### config.mk
export PLATFORM = sky130hd
export DESIGN_NAME = axis_frame_arbiter
export DESIGN_NICKNAME = d
export VERILOG_FILES = /design/src/rtl/axis_arb_pkg.sv /design/src/rtl/axis_frame_arbiter_rr_select.sv /design/src/rtl/axis_frame_arbiter.sv
export SDC_FILE = /design/constraint.sdc
export NUM_CORES = 1
export LEC_CHECK = 0
export ABC_AREA = 0
export CAP_MARGIN = 20
export CORE_ASPECT_RATIO = 1.4
export CORE_MARGIN = 1
export CORE_UTILIZATION = 43
export DETAILED_ROUTE_END_ITERATION = 10
export GPL_TIMING_DRIVEN = 1
export HOLD_SLACK_MARGIN = 0.06
export PLACE_DENSITY = 0.85
export SETUP_SLACK_MARGIN = 0.2
export SLEW_MARGIN = 15
export SYNTH_ARGS = -nofsm -noshare
export SYNTH_HDL_FRONTEND = slang
export SYNTH_HIERARCHICAL = 1
export SYNTH_SLANG_ARGS = --single-unit
### constraint.sdc
create_clock -name aclk -period 3.6 [get_ports aclk]
set_clock_uncertainty 0.2 [all_clocks]
set_input_delay 0.54 -clock aclk [delete_from_list [all_inputs] [get_ports aclk]]
set_output_delay 0.54 -clock aclk [all_outputs]
set_load 0.01 [all_outputs]
### src/rtl/axis_arb_pkg.sv
// Purpose: shared types and width helper for the frame-granular AXIS arbiter.
// Latency: none (declarations only).
// Backpressure: none (declarations only).
package axis_arb_pkg;

    typedef enum logic {
        IDLE = 1'b0,
        BUSY = 1'b1
    } arb_state_t;

    // Bit width needed to hold values 0..value-1, never narrower than one bit.
    function automatic int clog2_min1(input int value);
        return (value <= 2) ? 1 : $clog2(value);
    endfunction

endpackage

### src/rtl/axis_frame_arbiter_rr_select.sv
// Purpose: cyclic first-set search over a request vector, starting at ptr.
// Latency: purely combinational.
// Backpressure: none; found=0 when no request is set.
module rr_select #(
    parameter int NUM_CH = 4,
    parameter int IDX_W  = 2
) (
    input  logic [NUM_CH-1:0] req_vec,
    input  logic [IDX_W-1:0]  ptr,
    output logic [IDX_W-1:0]  grant_idx,
    output logic              found
);

    // Walk offsets from farthest to nearest so the nearest request at or above ptr wins.
    always_comb begin
        int               cand;
        logic [IDX_W-1:0] cand_idx;
        grant_idx = '0;
        found     = 1'b0;
        cand      = 0;
        cand_idx  = '0;
        for (int off = NUM_CH - 1; off >= 0; off--) begin
            cand = int'(ptr) + off;
            if (cand >= NUM_CH) begin
                cand = cand - NUM_CH;
            end
            cand_idx = IDX_W'(cand);
            if (req_vec[cand_idx]) begin
                grant_idx = cand_idx;
                found     = 1'b1;
            end
        end
    end

endmodule

### src/rtl/axis_frame_arbiter.sv
// Purpose: round-robin arbiter granting one input channel the output for FRAME_LEN beats.
// Latency: 1 cycle arbitration in IDLE, then 1 cycle s_tdata -> m_tdata.
// Backpressure: s_tready of the granted channel = !m_tvalid || m_tready; all others held low.
module axis_frame_arbiter
    import axis_arb_pkg::*;
#(
    parameter int NUM_CH      = 4,
    parameter int TDATA_WIDTH = 32,
    parameter int FRAME_LEN   = 1024
) (
    input  logic                          aclk,
    input  logic                          aresetn,
    input  logic [NUM_CH*TDATA_WIDTH-1:0] s_tdata,
    input  logic [NUM_CH-1:0]             s_tvalid,
    output logic [NUM_CH-1:0]             s_tready,
    output logic [TDATA_WIDTH-1:0]        m_tdata,
    output logic                          m_tvalid,
    input  logic                          m_tready,
    output logic [$clog2(NUM_CH)-1:0]     grant_idx,
    output logic                          busy
);

    localparam int                IDX_W    = clog2_min1(NUM_CH);
    localparam int                CNT_W    = clog2_min1(FRAME_LEN);
    localparam logic [CNT_W-1:0]  CNT_LAST = CNT_W'(FRAME_LEN - 1);
    localparam logic [IDX_W-1:0]  IDX_LAST = IDX_W'(NUM_CH - 1);

    arb_state_t             state_q, state_d;
    logic [CNT_W-1:0]       cnt_q, cnt_d;
    logic [IDX_W-1:0]       ptr_q, ptr_d;
    logic [IDX_W-1:0]       grant_q, grant_d;
    logic [TDATA_WIDTH-1:0] m_tdata_q, m_tdata_d;
    logic                   m_tvalid_q, m_tvalid_d;

    logic [IDX_W-1:0]       sel_idx;
    logic                   sel_found;
    logic                   out_free;
    logic                   beat_acc;
    logic [TDATA_WIDTH-1:0] beat_dat;

    rr_select #(
        .NUM_CH (NUM_CH),
        .IDX_W  (IDX_W)
    ) u_rr_select (
        .req_vec   (s_tvalid),
        .ptr       (ptr_q),
        .grant_idx (sel_idx),
        .found     (sel_found)
    );

    // Output slot can take a beat when empty or draining this cycle.
    assign out_free = !m_tvalid_q || m_tready;
    assign beat_acc = (state_q == BUSY) && out_free && s_tvalid[grant_q];

    // Only the granted channel sees ready, and only inside a frame.
    always_comb begin
        s_tready = '0;
        if (state_q == BUSY) begin
            s_tready[grant_q] = out_free;
        end
    end

    // Mux the granted channel's data lane.
    always_comb begin
        beat_dat = '0;
        for (int k = 0; k < NUM_CH; k++) begin
            if (IDX_W'(k) == grant_q) begin
                beat_dat = s_tdata[k*TDATA_WIDTH +: TDATA_WIDTH];
            end
        end
    end

    // Arbitration FSM: pick a channel in IDLE, count its beats in BUSY.
    always_comb begin
        state_d = state_q;
        cnt_d   = cnt_q;
        ptr_d   = ptr_q;
        grant_d = grant_q;
        case (state_q)
            IDLE: begin
                if (sel_found) begin
                    grant_d = sel_idx;
                    cnt_d   = '0;
                    state_d = BUSY;
                end
            end
            BUSY: begin
                if (beat_acc) begin
                    if (cnt_q == CNT_LAST) begin
                        cnt_d   = '0;
                        ptr_d   = (grant_q == IDX_LAST) ? '0 : grant_q + 1'b1;
                        state_d = IDLE;
                    end else begin
                        cnt_d = cnt_q + 1'b1;
                    end
                end
            end
            default: state_d = IDLE;
        endcase
    end

    // Output register: load on accept, clear on drain, otherwise hold for AXIS stability.
    always_comb begin
        m_tdata_d  = m_tdata_q;
        m_tvalid_d = m_tvalid_q;
        if (beat_acc) begin
            m_tdata_d  = beat_dat;
            m_tvalid_d = 1'b1;
        end else if (m_tready) begin
            m_tvalid_d = 1'b0;
        end
    end

    // State registers; reset aborts any frame in flight.
    always_ff @(posedge aclk or negedge aresetn) begin
        if (!aresetn) begin
            state_q    <= IDLE;
            cnt_q      <= '0;
            ptr_q      <= '0;
            grant_q    <= '0;
            m_tdata_q  <= '0;
            m_tvalid_q <= 1'b0;
        end else begin
            state_q    <= state_d;
            cnt_q      <= cnt_d;
            ptr_q      <= ptr_d;
            grant_q    <= grant_d;
            m_tdata_q  <= m_tdata_d;
            m_tvalid_q <= m_tvalid_d;
        end
    end

    assign m_tdata   = m_tdata_q;
    assign m_tvalid  = m_tvalid_q;
    assign grant_idx = grant_q;
    assign busy      = (state_q == BUSY);

endmodule
Met4 routing:
(6 px per um) Supply wires on this layer in gray. Cells faint in the background.
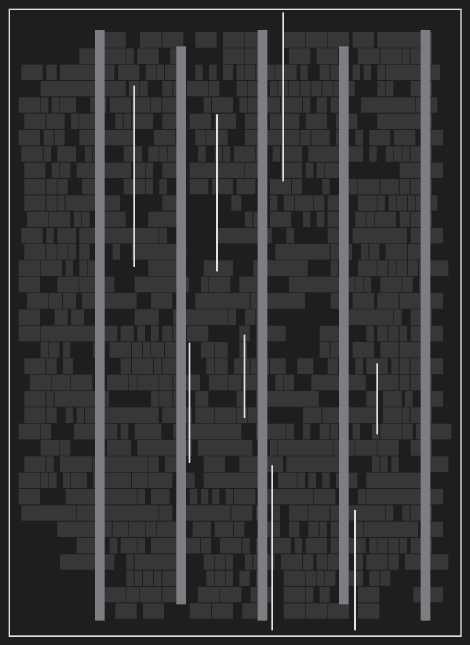
The longest straight run is 29.9 um. 7 nets have wire on it. The layer carries 175 um of wire. The layer holds 1.7% of the routed length.

Clock routing:
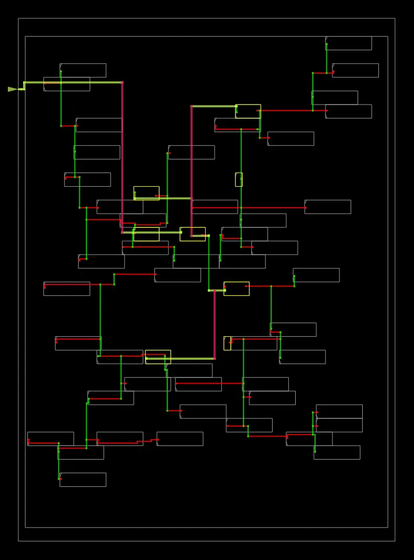
number of sinks on the clock net: 48
number of buffers created by CTS: 5
power in the clock group: 335 uW

Sequential cells colored by netlist name:
(4 px per um)
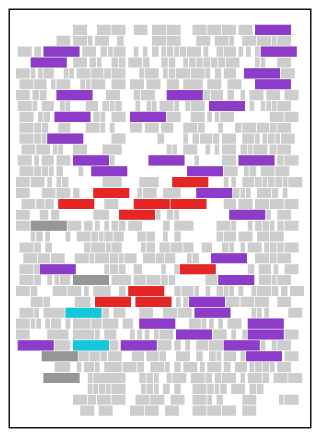
Key: m_tdata = purple [placed flops 32, where all over the die]; ptr_q = cyan [placed flops 2]; cnt_q = red [placed flops 10, where middle]
Another 4 sequential cells are not colored.

Routed metal, one color a layer:
(4 px per um)
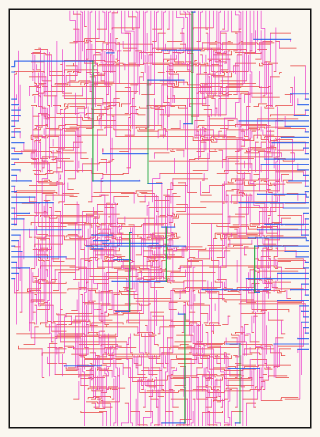
Key: metal 2 = magenta [wire length 5470 um]; metal 1 = red [wire length 4110 um]; metal 4 = green [wire length 175 um]; metal 3 = blue [wire length 557 um]
routed length per placed instance: 15.30 um
Post-Route WL: 10.31 mm
total global routing track utilization: 27.05%

Local utilization:
(4 px per um) The die is cut into 8 by 10 equal tiles; white is low, dark blue is high, 0 to 100% covered.
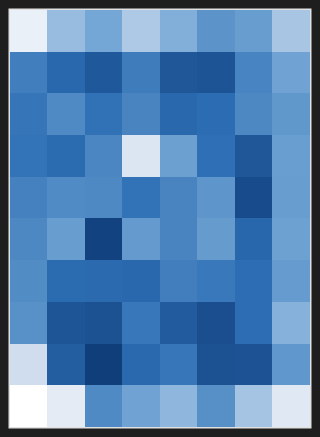
31% of the tiles are over 75% full. The fullest tile reaches 95%. 1.3% of the tiles are nearly empty.

==> run notes <==
Notes on the physical design

Summed over all nets, the half-perimeter wirelength after detailed placement is 7.471 mm. STA classifies the critical path endpoint as an output port. The synthesis area per yosys is 3211 sq um. Across all setup checks in the final design, the least slack found is 0.6941 ns.

The routed wire length on met2 is 5.465 mm. For this run, the register share of the synthesized area comes to 37.41%. The clock transition at the registers of the reported paths is 0.09 ns. The highest routing layer actually used is met4. At the floorplan stage, the core utilization is reported as 45.40%.

Synthesis inferred 48 register bits. The leading cell type in the layout, fill and taps excluded is sky130_fd_sc_hd__clkdlybuf4s50_1. For this run, global-route usage on met1 was measured as 32.94%. Looking at area per cell type in the netlist, the leader is sky130_fd_sc_hd__dfrtp_1. The critical path maximum fanout is 33.

The most congested layer reported by global routing is met2. Clock tree synthesis selected as its root buffer the cell sky130_fd_sc_hd__clkbuf_8. Sorting the synthesized cells by area gives the leading types as sky130_fd_sc_hd__dfrtp_1 37%, sky130_fd_sc_hd__a21oi_1 11%, sky130_fd_sc_hd__a221oi_1 8.7%.

The group that draws the most power in this run is sequential cells. The layout clock buffer count is 8. The number of antenna diodes in the final layout is 0. Headroom to the max-slew limit came out at 56.99%.

The number of multi-input combinational cells is 306. The die area is 7821 sq um. Measured along the x axis, the die boundary spans 75.03 um. The count of buffers inserted at the top-level ports is 174. The final-report max-slew violation count is 0. The final layout report lists a non-clock buffer count of 181.

Looking at the clock tree report, the H-tree level count equals 2. The post-placement worst setup slack is 0.8250 ns. According to the timing report, the data required time at the worst endpoint equals 2.86 ns. The summed negative setup slack over all endpoints is 0 ns.

The number of enable-type register cells in the synthesized netlist is 0. The number of setup buffers added after CTS is 0. Of the total power, registers draw 44.5%. The dominant synthesized flop cell is sky130_fd_sc_hd__dfrtp_1. The origin of the critical flop-to-flop path is grant_idx[0]. The worst supply voltage drop on vdd is 180.2 uV. The arrival time of data at the critical path endpoint is 2.17 ns. Cells fill 71.39% of the core in the end.

The fraction of the mapped netlist area in adder cells is 1.949%. The share of post-route cells with drive strength above 1 is 4.663%. The net count entering floorplan is 565. OpenSTA lists the critical path endpoint as s_tready[2]. The number of optimization iterations in the first detailed-route pass is 4.

The global-route wire length before repair is 16.46 mm. Once iteration 0 of detailed routing completed, the report listed 231 DRC markers. The clock network fraction of total power is 21.8%.

The clock passes through at most 2 buffers. After layout the signal buffers, clock cells excluded, come to 35.49% of cell area. Registers represent a cell area share of 23.79%. The run finished with clean final reports. The placement summary gives the final routability congestion estimate as 0.8416. The final hold violation count is 0. The flow inserted 95 tap cells. The sequential power reported by the tool is 684 uW. Setup repair after global routing left no endpoint under its margin. The report counts max-capacitance violations totalling 0. In the layout the commonest cells are 173 x sky130_fd_sc_hd__clkdlybuf4s50_1, 71 x sky130_fd_sc_hd__nor2_1, 68 x sky130_fd_sc_hd__a21oi_1. The total number of nets in the final design is 718.

Leaving out buffers and inverters, the combinational logic in the layout accounts for 1712 sq um. In this run the cell area of the synthesized design comes to 3211 sq um. The startpoint of the most critical setup path is grant_idx[0]. The worst register-to-register path ends at cnt_q[7].

At the pin with the least slew margin, the transition time is 0.6451 ns. In this run the static leakage power is 0.002125 uW. The detailed route wirelength on metal3 is 557 um. Per the synthesis report, the simple-gate share of the synthesized area is 20.58%.

Counting buffers and inverters, the worst setup path is 5 cells deep. The post-route report lists met1 wire length as 4.112 mm. Combinational cells account for 33.6% of the total power. Global routing used 48.01% of the available met2 tracks.

The region available for standard cell placement spans 7072 sq um. The part of the cycle the worst path needs is 80.72%. TritonCTS built the clock tree. The power density over the cells is 304.2 nW/um^2. The post-synthesis average cell area is 7.554 sq um. Global routing consumed, on the met3 layer, 4.070% of the routing resources. The switching component of the power was reported as 447.8 uW.

The net switching fraction of the power is 29.16%. For reference, the critical path cell chain is inv_1 > ha_2 > buf_4 > and3_1 > clkdlybuf4s50_1. The post-detailed-route count of antenna-violating nets is 0. The cell count listed in synth_stat.txt is 425. From synthesis to final layout, the design area changed by 57.25%.

The aggregate global routing overflow is 0. The design draws 1536 uW. The setup slack of the most critical reg-to-reg path is 1.29 ns. Ranked by instance count, the synthesized netlist is headed by 71 x sky130_fd_sc_hd__nor2_1, 68 x sky130_fd_sc_hd__a21oi_1, 48 x sky130_fd_sc_hd__dfrtp_1.
Power is estimated from default activity; no workload was simulated.
